File: config.mk
export PLATFORM = sky130hd
export DESIGN_NAME = divider_speed_ctrl_flat
export DESIGN_NICKNAME = d
export VERILOG_FILES = /design/src/rtl/blackjack_clk_pkg.sv /design/src/rtl/divider_speed_ctrl_if.sv /design/src/rtl/divider_speed_ctrl_btn_debounce.sv /design/src/rtl/divider_speed_ctrl.sv /design/src/flat_wrapper.sv
export SDC_FILE = /design/constraint.sdc
export NUM_CORES = 1
export LEC_CHECK = 0
export ABC_AREA = 1
export CORE_UTILIZATION = 55
export CTS_CLUSTER_DIAMETER = 100
export DETAILED_ROUTE_END_ITERATION = 12
export GPL_TIMING_DRIVEN = 0
export PLACE_DENSITY_LB_ADDON = 0.3
export SYNTH_ARGS = -nofsm -noshare
export SYNTH_HDL_FRONTEND = slang
export SYNTH_HIERARCHICAL = 1
export SYNTH_SLANG_ARGS = --single-unit
File: constraint.sdc
create_clock -name clk_in -period 1.8 [get_ports clk_in]
set_input_delay 0.45 -clock clk_in [delete_from_list [all_inputs] [get_ports clk_in]]
set_output_delay 0.45 -clock clk_in [all_outputs]
set_load 0.005 [all_outputs]
File: src/rtl/blackjack_clk_pkg.sv
// blackjack_clk_pkg: level limits, speed-controller FSM states, level -> {slow, turbo} map
package blackjack_clk_pkg;
  localparam logic [2:0] LVL_MIN = 3'd0;
  localparam logic [2:0] LVL_MAX = 3'd4;
  typedef enum logic [1:0] {ST_IDLE = 2'd0, ST_BURST = 2'd1, ST_DONE = 2'd2} state_e;
  function automatic logic [2:0] lvl_map(input logic [2:0] l);
    return (l == LVL_MIN) ? 3'b100 : {1'b0, 2'(l - 3'd1)};
  endfunction
endpackage

File: src/rtl/divider_speed_ctrl_if.sv
// divider_speed_ctrl_if: deal burst handshake; master = game FSM (req, len), slave = speed controller (ack, busy, done)
interface divider_speed_ctrl_if;
  logic       deal_req;
  logic [7:0] deal_len;
  logic       deal_ack;
  logic       deal_busy;
  logic       deal_done;
  modport master (output deal_req, deal_len, input deal_ack, deal_busy, deal_done);
  modport slave  (input deal_req, deal_len, output deal_ack, deal_busy, deal_done);
endinterface

File: src/rtl/divider_speed_ctrl_btn_debounce.sv
// btn_debounce: 2-flop sync + stable-count debounce of i_btn, o_press pulses on accepted 0->1 (clk_in, reset_n)
module btn_debounce #(
  parameter logic [15:0] DEBOUNCE_CYCLES = 16'd50000
) (
  input  logic clk_in,
  input  logic reset_n,
  input  logic i_btn,
  output logic o_press
);
  logic        r_s1, r_s2, r_state;
  logic [15:0] r_cnt;
  logic        w_diff, w_flip;
  assign w_diff = r_s2 != r_state;
  assign w_flip = w_diff && (r_cnt == DEBOUNCE_CYCLES - 16'd1);
  always_ff @(posedge clk_in or negedge reset_n)
    if (!reset_n) begin
      r_s1    <= 1'b0;
      r_s2    <= 1'b0;
      r_state <= 1'b0;
      r_cnt   <= 16'd0;
      o_press <= 1'b0;
    end else begin
      r_s1    <= i_btn;
      r_s2    <= r_s1;
      r_cnt   <= (w_diff && !w_flip) ? r_cnt + 16'd1 : 16'd0;
      r_state <= r_state ^ w_flip;
      o_press <= w_flip && r_s2;
    end
endmodule

File: src/rtl/divider_speed_ctrl.sv
// divider_speed_ctrl: button level stepping + deal-burst override of divider turbo/slow (clk_in, reset_n, btn_up/down, tick, deal if, turbo, slow, level)
module divider_speed_ctrl
  import blackjack_clk_pkg::*;
#(
  parameter logic [15:0] DEBOUNCE_CYCLES = 16'd50000,
  parameter logic [2:0]  DEFAULT_LEVEL   = 3'd1,
  parameter logic [2:0]  BURST_LEVEL     = 3'd4
) (
  input  logic                        clk_in,
  input  logic                        reset_n,
  input  logic                        btn_up,
  input  logic                        btn_down,
  input  logic                        tick,
  divider_speed_ctrl_if.slave         deal,
  output logic [1:0]                  turbo,
  output logic                        slow,
  output logic [2:0]                  level
);
  state_e     r_state, w_nxt;
  logic [2:0] r_level, w_level_nxt, r_map;
  logic [7:0] r_cnt, r_len, w_cnt;
  logic       r_tick_d, r_ack, r_busy, r_done;
  logic       w_up, w_dn, w_rise, w_hit, w_ovr;
  btn_debounce #(.DEBOUNCE_CYCLES(DEBOUNCE_CYCLES)) u_up (.clk_in, .reset_n, .i_btn(btn_up),   .o_press(w_up));
  btn_debounce #(.DEBOUNCE_CYCLES(DEBOUNCE_CYCLES)) u_dn (.clk_in, .reset_n, .i_btn(btn_down), .o_press(w_dn));
  assign w_level_nxt = (w_up && !w_dn && r_level != LVL_MAX) ? r_level + 3'd1 :
                       (w_dn && !w_up && r_level != LVL_MIN) ? r_level - 3'd1 : r_level;
  assign w_rise = tick && !r_tick_d;
  assign w_cnt  = r_cnt + {7'd0, w_rise};
  // r_cnt == r_len only holds for a zero length, which must exit on the first burst cycle
  assign w_hit  = (r_cnt == r_len) || (w_cnt == r_len);
  assign w_nxt  = (r_state == ST_IDLE)  ? (deal.deal_req ? ST_BURST : ST_IDLE) :
                  (r_state == ST_BURST) ? (w_hit ? ST_DONE : ST_BURST) : ST_IDLE;
  // DONE still shows the burst outputs; done/busy/map flip together on the DONE -> IDLE edge
  assign w_ovr  = w_nxt != ST_IDLE;
  always_ff @(posedge clk_in or negedge reset_n)
    if (!reset_n) begin
      r_state  <= ST_IDLE;
      r_level  <= DEFAULT_LEVEL;
      r_map    <= lvl_map(DEFAULT_LEVEL);
      r_cnt    <= 8'd0;
      r_len    <= 8'd0;
      r_tick_d <= 1'b0;
      r_ack    <= 1'b0;
      r_busy   <= 1'b0;
      r_done   <= 1'b0;
    end else begin
      r_state  <= w_nxt;
      r_level  <= w_level_nxt;
      r_map    <= lvl_map(w_ovr ? BURST_LEVEL : w_level_nxt);
      r_cnt    <= (r_state == ST_BURST) ? w_cnt : 8'd0;
      r_len    <= (r_state == ST_IDLE && deal.deal_req) ? deal.deal_len : r_len;
      r_tick_d <= tick;
      r_ack    <= r_state == ST_IDLE && deal.deal_req;
      r_busy   <= w_ovr;
      r_done   <= r_state == ST_DONE;
    end
  assign level          = r_level;
  assign {slow, turbo}  = r_map;
  assign deal.deal_ack  = r_ack;
  assign deal.deal_busy = r_busy;
  assign deal.deal_done = r_done;
endmodule

File: src/flat_wrapper.sv
// flat-port wrapper written by rule: the top's interface ports become plain ports
module divider_speed_ctrl_flat import blackjack_clk_pkg::*;
#(
  parameter logic [15:0] DEBOUNCE_CYCLES = 16'd50000,
  parameter logic [2:0]  DEFAULT_LEVEL   = 3'd1,
  parameter logic [2:0]  BURST_LEVEL     = 3'd4
)
  (clk_in, reset_n, btn_up, btn_down, tick, turbo, slow, level, deal_deal_req, deal_deal_len, deal_deal_ack, deal_deal_busy, deal_deal_done);
  divider_speed_ctrl_if deal_i ();
  input  logic clk_in;
  input  logic reset_n;
  input  logic btn_up;
  input  logic btn_down;
  input  logic tick;
  output logic [1:0] turbo;
  output logic slow;
  output logic [2:0] level;
  input wire logic [$bits(deal_i.deal_req)-1:0] deal_deal_req;
  input wire logic [$bits(deal_i.deal_len)-1:0] deal_deal_len;
  output wire logic [$bits(deal_i.deal_ack)-1:0] deal_deal_ack;
  output wire logic [$bits(deal_i.deal_busy)-1:0] deal_deal_busy;
  output wire logic [$bits(deal_i.deal_done)-1:0] deal_deal_done;
  assign deal_i.deal_req = deal_deal_req;
  assign deal_i.deal_len = deal_deal_len;
  assign deal_deal_ack = deal_i.deal_ack;
  assign deal_deal_busy = deal_i.deal_busy;
  assign deal_deal_done = deal_i.deal_done;
  divider_speed_ctrl #(.DEBOUNCE_CYCLES(DEBOUNCE_CYCLES), .DEFAULT_LEVEL(DEFAULT_LEVEL), .BURST_LEVEL(BURST_LEVEL)) u_core (.clk_in(clk_in), .reset_n(reset_n), .btn_up(btn_up), .btn_down(btn_down), .tick(tick), .deal(deal_i), .turbo(turbo), .slow(slow), .level(level));
endmodule
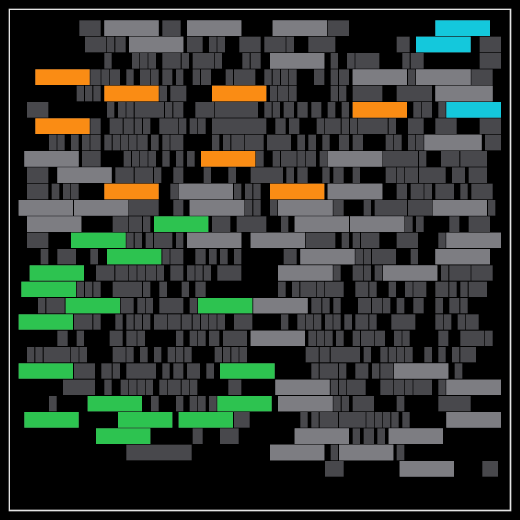
Run 1: sequential cells grouped by signal name
Scale: 6 px per µm. Other sequential cells in the stronger grey, the rest of the logic in the fainter grey.
signal	colour	flops
u_core/r_cnt	orange	8
u_core/u_dn/r_cnt	green	16
u_core/r_map	cyan	3
not coloured	41

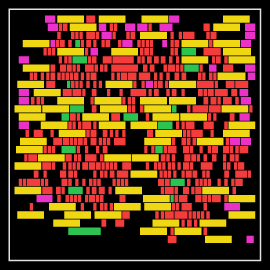
Run 1: cell classes on the final placement
Scale: 3 px per µm.
class	colour	cells	share of their area
clock drivers and dummy loads	green	16	4.5%
sequential cells	yellow	68	41%
combinational and other logic	red	383	47%
remaining buffers and delay cells	magenta	31	7.2%

==> flow_summary.ini, run 1 <==
; flow metrics
[outcome]
run_status = finished clean

[logic_synthesis]
yosysMostFrequentCell = nand2_1
ys_types = 28
ys.flops = 68
ys_top_cells_by_count = nand2_1, nor2_1, dfrtp_1
topCellsByArea = dfrtp_1, nand2_1, nor2_1
edf_count = 0

[cells_and_area]
diodes = 0
instances_no_fill = 575
fin_util_pct = 66.4
final_layout_size_suffix_gt1_share_pct = 12.7

[floorplanning]
fp-utilization_pct = 57.2
chip_area_um2 = 6940
coreArea_um2 = 6350

[flow_run]
warnings = 30

[route]
wirelength_um = 6900

[grt]
grt_pass1_wl_um = 12200

[pwr]
p_leak_nw = 1.99

[timing]
min_period_ns = 1.75
finClkSkew_ns = 0.00981

[worst_setup_path]
critPathTopFamily = buffers and inverters
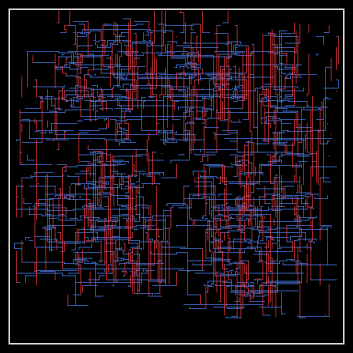
Run 1: routed metal, one colour a layer
Scale: 4 px per µm. Two of the layers only.
layer	colour	wire length
metal 2	red	3300 µm
metal 1	blue	3190 µm

-- run 1: layout make-up --
cell class,count,share of cell area (%)
timing repair buffer,27,6.08
clock inverter,5,1.31
tap,77,2.29
inverter,56,4.99
buffer,4,0.950
sequential,68,40.4
clock buffer,11,3.12
multi-input combinational,327,40.8
-- run 1: per-stage QoR --
step / hold slack, ns / setup slack [ns]
6_report: 0.201 / 0.0543
3_3_place_gp: 0.331 / -1.95
4_1_cts: 0.238 / -0.0151
3_5_place_dp: 0.336 / -0.531
5_1_grt: 0.275 / 0.00394
2_1_floorplan: 0.154 / 0.121
-- run 1: report_power, final --
group | internal (W) | leakage [nW] | switching, W | total, W
clock network | 0.000636 | 0.0893 | 0.000574 | 0.00121
logic | 0.000410 | 1.01 | 0.000539 | 0.000949
registers | 0.00171 | 0.897 | 0.000141 | 0.00186
total | 0.00276 | 1.99 | 0.00125 | 0.00402
-- run 1: cell families (layout without fill, tap and decap cells) --
family / Yosys count / in the layout / synth area share (%)
buffers and inverters: 60 / 103 / 6.85
adders and majority gates: 7 / 7 / 2.41
AOI/OAI and AO/OA: 24 / 24 / 3.55
DFF: 68 / 68 / 46.9
and+or+nand+nor: 270 / 270 / 33.8
xor gates and xnor gates: 26 / 26 / 6.47
-- run 1: metal layers --
metal / GRT usage [%] / up-vias
met3: 3.98 / 11
met2: 35.8 / 55
li1: - / 1497
met1: 28.7 / 1397
met4: 8.78 / 0
met5: 0 / -
-- run 1: flip-flops by register name, summed over array words and instances, names as in the netlist, 2 cells and up, named ones only --
signal,flops
u_core/r_state,2
u_core/r_cnt,8
u_core/u_dn/r_cnt,16
u_core/level,3
u_core/r_len,8
u_core/u_up/r_cnt,16
u_core/r_map,3
-- run 1: cells in the final DEF (no fill, tap or decap), types with 8 or more instances in the layout --
master           netlist  routed
a21oi_1                9       9
clkbuf_8               0       9
clkdlybuf4s50_1        0      19
dfrtp_1               67      66
inv_1                 52      51
nand2_1              120     119
nand2_2                8       8
nand3_1               28      27
nand4_1               20      20
nor2_1                78      76
o21ai_0               10       9
xor2_1                18      18
-- run 1: path summary, 6_finish.rpt --
check / to / slack [ns] / start
worst min register to register: u_core/u_dn/r_s2 / 0.35 / u_core/u_dn/r_s1
min in group clk_in: u_core/r_tick_d / 0.27 / tick
worst min-delay path: u_core/u_up/r_cnt[9] / 0.20 / reset_n
max in group asynchronous: u_core/level[2] / 1.00 / reset_n
worst max register to register: u_core/r_map[0] / 0.14 / u_core/level[0]
worst max-delay path: level[2] / 0.05 / u_core/level[2]
-- run 1: timing repair --
item / CTS / global route
buffers inserted: 3 / 2
resized: 7 / 10
pin swaps: 2 / 5
endpoints found under the setup margin: 5 / 7
## Run 2: what changed since run 1
GPL_ROUTABILITY_DRIVEN = 0   (was not set)
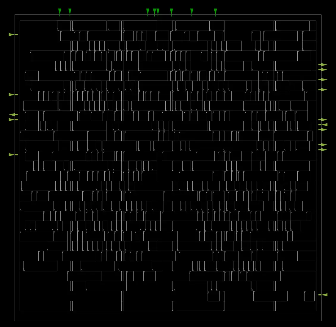
Run 2: placement view
flop count: 68
# rows: 29

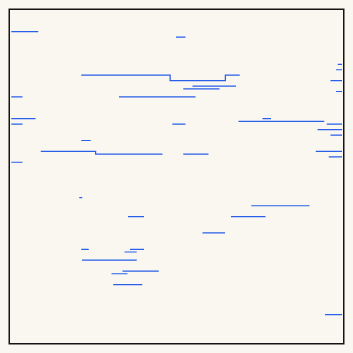
Run 2: M3 wires
Scale: 4 px per µm.
share of all routed wire	3.9%
nets with wire on the layer	30

==> run 2 against run 1 <==
Synthesized cell count unchanged. Total power is the same. Via count unchanged.
==> flow_summary.ini, run 2 <==
; flow metrics
[cells_and_area]
layout_top_cells = nand2_1, nor2_1, dfrtp_1
final_layout_size_suffix_gt1_share_pct = 12.7
reg.largest.list = u_core/u_dn/r_cnt: 16 flops, u_core/u_up/r_cnt: 16 flops
diodes = 0
nNetsFinal = 514
layout_top_cell = nand2_1
fin_util_pct = 66.4

[logic_synthesis]
ys.flops = 68
ys_top_cells_by_count = nand2_1, nor2_1, dfrtp_1
ys_sh_simple_pct = 33.8
topCellsByArea = dfrtp_1, nand2_1, nor2_1
yosysMostFrequentCell = nand2_1
xor_share_pct = 6.47
synthTopLogicFamily = simple AND/OR/NAND/NOR gates
mux_area_share_pct = 0
edf_count = 0
ys_sh_aoi_pct = 3.55

[worst_setup_path]
ff2ff_setup_slack_ns = 0.14
startpoint = u_core/level[2]
crit_end = level[2]
regToRegEndpoint = u_core/r_map[0]
timing.rr.start = u_core/level[0]
critical_path_class = flip-flop to output port
critPathTopFamily = buffers and inverters

[pwr]
p_leak_nw = 1.99
switching_share_pct = 31.2
p_per_area_nw_per_um2 = 952
comb_power_share_pct = 23.6
p_seq_share_pct = 46.2
p_int_w = 0.00276

[floorplanning]
fp-utilization_pct = 57.2
chip_area_um2 = 6940
coreArea_um2 = 6350

[outcome]
run_status = finished clean

[timing]
tns_ns = 0
finClkSkew_ns = 0.00981
min_period_ns = 1.75

[flow_run]
warnings = 30

[grt]
grt_pass1_wl_um = 12200
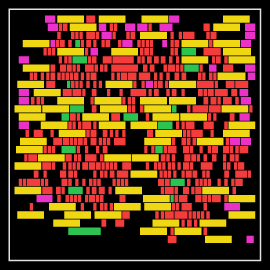
Run 2: cell classes on the final placement
Scale: 3 px per µm.
class	colour	cells	share of their area
clock drivers and dummy loads	green	16	4.5%
remaining buffers and delay cells	magenta	31	7.2%
combinational and other logic	red	383	47%
sequential cells	yellow	68	41%

## run 2: cell counts in the layout (fill, tap and decap cells not counted)
No cell type changed its count.
## run 2: final cells by class
cell class / count / share of cell area (%)
Tap cell: 77 / 2.29
Clock inverter: 5 / 1.31
Multi-Input combinational cell: 327 / 40.8
Clock buffer: 11 / 3.12
Sequential cell: 68 / 40.4
Buffer: 4 / 0.950
Inverter: 56 / 4.99
Timing Repair Buffer: 27 / 6.08
## run 2: how the worst min path moves through the flow
stage	to	startpoint	slack (ns)
final	u_core/u_up/r_cnt[9]	reset_n	0.20
after global routing	u_core/r_tick_d	tick	0.27
after CTS	u_core/u_up/r_cnt[15]	reset_n	0.24
after detailed placement	u_core/u_dn/r_s2	u_core/u_dn/r_s1	0.34
after global placement	u_core/u_dn/r_s2	u_core/u_dn/r_s1	0.33
after floorplan	u_core/deal.deal_ack	reset_n	0.15
## run 2: kinds of logic (layout without fill, tap and decap cells)
| family | after synthesis | count (layout) |
|---|---|---|
| DFF | 68 | 68 |
| adders and majority gates | 7 | 7 |
| buffers and inverters | 60 | 103 |
| and+or+nand+nor | 270 | 270 |
| xor gates and xnor gates | 26 | 26 |
| AOI/OAI and AO/OA | 24 | 24 |
## run 2: power groups by stage
stage,Sequential [W],Combinational (W),Clock (W)
2_1_floorplan,0.00186,0.000629,0
3_3_place_gp,0.00187,0.000894,0
3_5_place_dp,0.00187,0.000913,0
4_1_cts,0.00185,0.000921,0.00123
5_1_grt,0.00188,0.00111,0.00129
6_report,0.00186,0.000949,0.00121
## run 2: metrics by stage
step | hold WS, ns | worst slack (ns) | cell area, µm² | instances
2_1_floorplan | 0.154 | 0.121 | 3630 | 455
3_3_place_gp | 0.331 | -1.95 | 3950 | 554
3_5_place_dp | 0.336 | -0.531 | 3950 | 554
4_1_cts | 0.238 | -0.0151 | 4170 | 573
5_1_grt | 0.275 | 0.00394 | 4220 | 575
6_report | 0.201 | 0.0543 | 4220 | 575
## run 2: what timing repair did
| item | 4_1_cts | 5_1_grt |
|---|---|---|
| pin swaps | 2 | 5 |
| endpoints found under the setup margin | 5 | 7 |
| buffers inserted | 3 | 2 |
| gates resized | 7 | 10 |
| endpoints found under the hold margin | 0 | 0 |
## run 2: layer usage
metal | part of all wire (%) | vias up | track usage (%) | routed length [µm]
met1 | 46 | 1397 | 28.7 | 3190
li1 | - | 1497 | - | -
met5 | 0 | - | 0 | 0
met3 | 3.9 | 11 | 3.98 | 270
met4 | 1.9 | 0 | 8.78 | 134
met2 | 48 | 55 | 35.8 | 3300
Power figures rest on the tool's default switching activity, not on a simulated workload.
